### Routing congestion

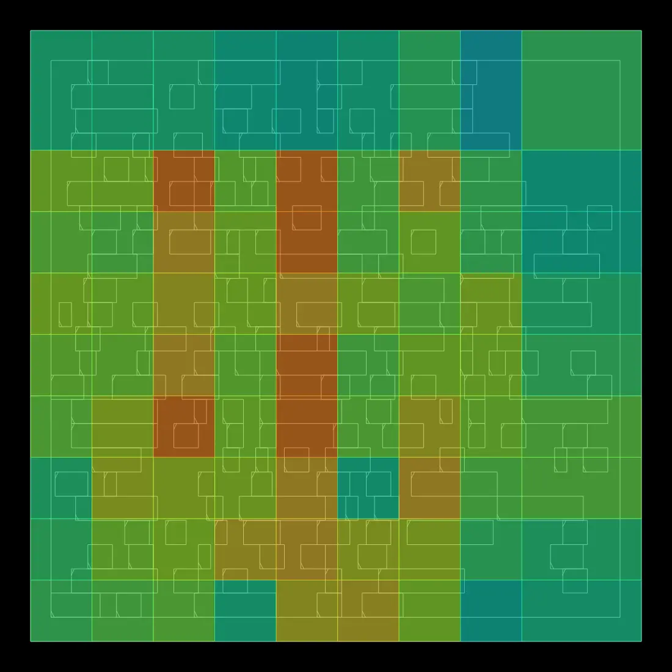
### Register map, names as in the netlist

The bar under the picture is 20 um long.
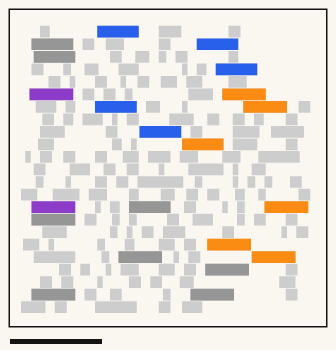
### Cells coloured by class

The bar under the picture is 20 um long.
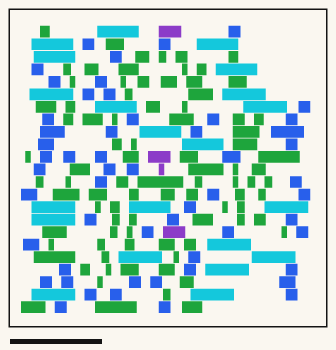
### Gate-type map

The bar under the picture is 20 um long.
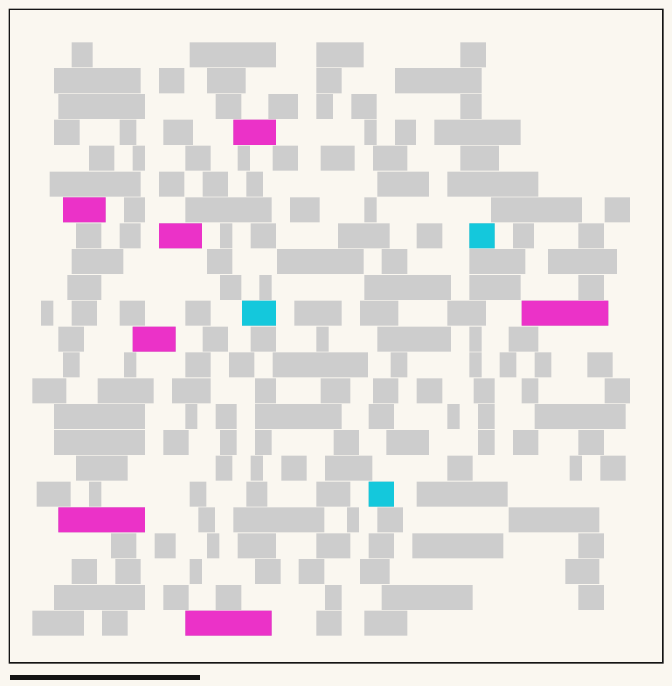
<file path="config.mk">
export PLATFORM = sky130hd
export DESIGN_NAME = clock_mode_ctrl
export DESIGN_NICKNAME = d
export VERILOG_FILES = /design/src/rtl/clock_mode_ctrl.sv
export SDC_FILE = /design/constraint.sdc
export NUM_CORES = 1
export LEC_CHECK = 0
export CAP_MARGIN = 20
export CELL_PAD_IN_SITES_DETAIL_PLACEMENT = 2
export CELL_PAD_IN_SITES_GLOBAL_PLACEMENT = 2
export CORE_MARGIN = 2
export CORE_UTILIZATION = 28
export DETAILED_ROUTE_END_ITERATION = 10
export GPL_ROUTABILITY_DRIVEN = 0
export PLACE_DENSITY_LB_ADDON = 0.1
export SETUP_SLACK_MARGIN = 0.3
export SYNTH_ARGS = -nofsm -noshare
export SYNTH_HDL_FRONTEND = slang
export SYNTH_SLANG_ARGS = --single-unit
export TNS_END_PERCENT = 30
</file>
<file path="constraint.sdc">
create_clock -name clk -period 1.7 [get_ports clk]
set_input_delay 0.34 -clock clk [delete_from_list [all_inputs] [get_ports clk]]
set_output_delay 0.34 -clock clk [all_outputs]
set_load 0.05 [all_outputs]
</file>
<file path="src/rtl/clock_mode_ctrl.sv">
// Mode/timekeeping controller: HH:MM:SS registers plus a RUN/SET_HR/SET_MIN/SET_SEC FSM.
// Optional alarm logic is compiled in with `define CLOCK_MODE_CTRL_ALARM_EN.
module clock_mode_ctrl #(
    parameter int HOUR_24 = 1
) (
    input  logic       clk,
    input  logic       rst,
    // tick_sec, btn_mode and btn_inc are single-cycle pulses; each pulse is
    // consumed on the clk edge where it is high and is never held or queued.
    input  logic       tick_sec,
    input  logic       btn_mode,
    input  logic       btn_inc,
`ifdef CLOCK_MODE_CTRL_ALARM_EN
    input  logic [4:0] alarm_hr,
    input  logic [5:0] alarm_min,
    input  logic       alarm_on,
    output logic       alarm,
`endif
    output logic [1:0] state,
    output logic [4:0] hours,
    output logic [5:0] minutes,
    output logic [5:0] seconds,
    output logic       blink,
    output logic       div_clr
);

    typedef enum logic [1:0] {
        RUN     = 2'b00,
        SET_HR  = 2'b01,
        SET_MIN = 2'b10,
        SET_SEC = 2'b11
    } mode_t;

    localparam logic [4:0] HR_MAX = (HOUR_24 != 0) ? 5'd23 : 5'd12;
    localparam logic [4:0] HR_MIN = (HOUR_24 != 0) ? 5'd0  : 5'd1;
    localparam logic [4:0] HR_RST = (HOUR_24 != 0) ? 5'd0  : 5'd12;

    mode_t      state_q, state_d;
    logic [4:0] hours_d;
    logic [5:0] minutes_d, seconds_d;
    logic       blink_d, div_clr_d;

    function automatic logic [4:0] hr_inc(input logic [4:0] h);
        return (h == HR_MAX) ? HR_MIN : h + 5'd1;
    endfunction

    function automatic logic [5:0] ms_inc(input logic [5:0] v);
        return (v == 6'd59) ? 6'd0 : v + 6'd1;
    endfunction

    always_ff @(posedge clk or negedge rst) begin
        if (!rst) begin
            state_q <= RUN;
        end else begin
            state_q <= state_d;
        end
    end

    always_comb begin
        state_d   = state_q;
        hours_d   = hours;
        minutes_d = minutes;
        seconds_d = seconds;
        blink_d   = blink;
        div_clr_d = 1'b0;

        // A mode change always restarts blinking with the field visible.
        if (btn_mode) begin
            blink_d = 1'b0;
            case (state_q)
                RUN:     state_d = SET_HR;
                SET_HR:  state_d = SET_MIN;
                SET_MIN: state_d = SET_SEC;
                default: begin
                    state_d   = RUN;
                    div_clr_d = 1'b1;
                end
            endcase
        end

        case (state_q)
            RUN: begin
                blink_d = 1'b0;
                // The tick still counts when btn_mode arrives in the same cycle.
                if (tick_sec) begin
                    seconds_d = ms_inc(seconds);
                    if (seconds == 6'd59) begin
                        minutes_d = ms_inc(minutes);
                        if (minutes == 6'd59) begin
                            hours_d = hr_inc(hours);
                        end
                    end
                end
            end
            SET_HR:  if (!btn_mode && btn_inc) hours_d   = hr_inc(hours);
            SET_MIN: if (!btn_mode && btn_inc) minutes_d = ms_inc(minutes);
            default: if (!btn_mode && btn_inc) seconds_d = ms_inc(seconds);
        endcase

        if (state_q != RUN && !btn_mode && tick_sec) begin
            blink_d = ~blink;
        end
    end

    always_ff @(posedge clk or negedge rst) begin
        if (!rst) begin
            hours   <= HR_RST;
            minutes <= 6'd0;
            seconds <= 6'd0;
            blink   <= 1'b0;
            div_clr <= 1'b0;
        end else begin
            hours   <= hours_d;
            minutes <= minutes_d;
            seconds <= seconds_d;
            blink   <= blink_d;
            div_clr <= div_clr_d;
        end
    end

    assign state = state_q;

`ifdef CLOCK_MODE_CTRL_ALARM_EN
    logic [5:0] alarm_cnt, alarm_cnt_d;
    logic       alarm_d;

    // Match is taken against the time that the current tick is producing.
    always_comb begin
        alarm_d     = alarm;
        alarm_cnt_d = alarm_cnt;
        if (btn_mode || !alarm_on || (state_q == RUN && btn_inc)) begin
            alarm_d = 1'b0;
        end else if (alarm) begin
            if (tick_sec) begin
                alarm_cnt_d = alarm_cnt + 6'd1;
                if (alarm_cnt == 6'd59) begin
                    alarm_d = 1'b0;
                end
            end
        end else if (state_q == RUN && tick_sec && hours_d == alarm_hr &&
                     minutes_d == alarm_min && seconds_d == 6'd0) begin
            alarm_d     = 1'b1;
            alarm_cnt_d = 6'd0;
        end
    end

    always_ff @(posedge clk or negedge rst) begin
        if (!rst) begin
            alarm     <= 1'b0;
            alarm_cnt <= 6'd0;
        end else begin
            alarm     <= alarm_d;
            alarm_cnt <= alarm_cnt_d;
        end
    end
`endif

endmodule
</file>
==> metrics.csv <==
metric,value,unit
outcome,"complete, but fails checks",
failing checks,negative setup slack,
internal cell power,2.087,mW
layout cell share with drive strength beyond 1,55.42,%
vias in the first global route,1129,
largest net degree at the start of global routing,22,
Pwr per Cell Area,2182,mW/mm^2
Final non-clock buffer share,24.02,%
Reg power frac,22.6,%
Clk pwr share,8.5,%
clock slew at the register clock pins of the worst setup and hold paths,80,ps
Final Max-Slew Violation Tally,0,
Residual DRC,0,
maximum clock frequency,571.7,MHz
IO Port Bufs,25,
Worst Setup SP,seconds[1],
final setup violation count,5,
sequential area share after synthesis,44.92,%
Max-area cell share,44.92,%
RSZ-0062 raised after global routing,yes,
worst vdd ir,1.234,mV
"commonest non-fill, non-tap cells in the layout","47 x buf_4, 12 x dfrtp_2, 9 x o21ai_0, 9 x dfrtp_1, 8 x nand2_1",
AO/OA Area Share,16.04,%
"slowest stage delay, CP",390,ps
setup ws final,-49.22,ps
nets@finish,179,
Worst-Margin Slew,292.4,ps
chip height,68.64,um
Antenna Nets Post-Route,0,
yosys stat cell total,110,
Post-Route WL,3395,um
Root Buffer,clkbuf_8,
final hold vios,0,
Back to the opening pictures, 'Routing congestion':
busiest grt layer: met2
GR Util met3: 2.110%
Core Util, Final: 45.70%
Total Routing Usage GR: 15.46%
GR Util met2: 27.04%

Back to the opening pictures, 'Register map, names as in the netlist':
| colour | netlist name | sequential cells |
|---|---|---|
| orange | minutes | 6 |
| blue | hours | 5 |
| purple | state | 2 |
Sequential Power: 0.901 mW
Seq/total area: 29.57%

Back to the opening pictures, 'Cells coloured by class':
| colour | class | cells | share of their area |
|---|---|---|---|
| blue | remaining buffers and delay cells | 54 | 25% |
| cyan | registers | 21 | 31% |
| purple | clock drivers and dummy loads | 4 | 2.6% |
| green | remaining logic cells | 87 | 42% |
row count: 23
CORE AREA: 0.004000 mm^2
Finished Cell Area: 0.001828 mm^2

Back to the opening pictures, 'Gate-type map':
| colour | family | cells | most used |
|---|---|---|---|
| magenta | fa/ha/maj cells | 7 | ha_1 |
| cyan | non-inverting ao/oa cells | 3 | a21o_1 |
multi-input combinational area share: 39.49%
most numerous logic cell after layout: buf_4
Non-Filler Instances: 216

Power figures rest on the tool's default switching activity, not on a simulated workload.
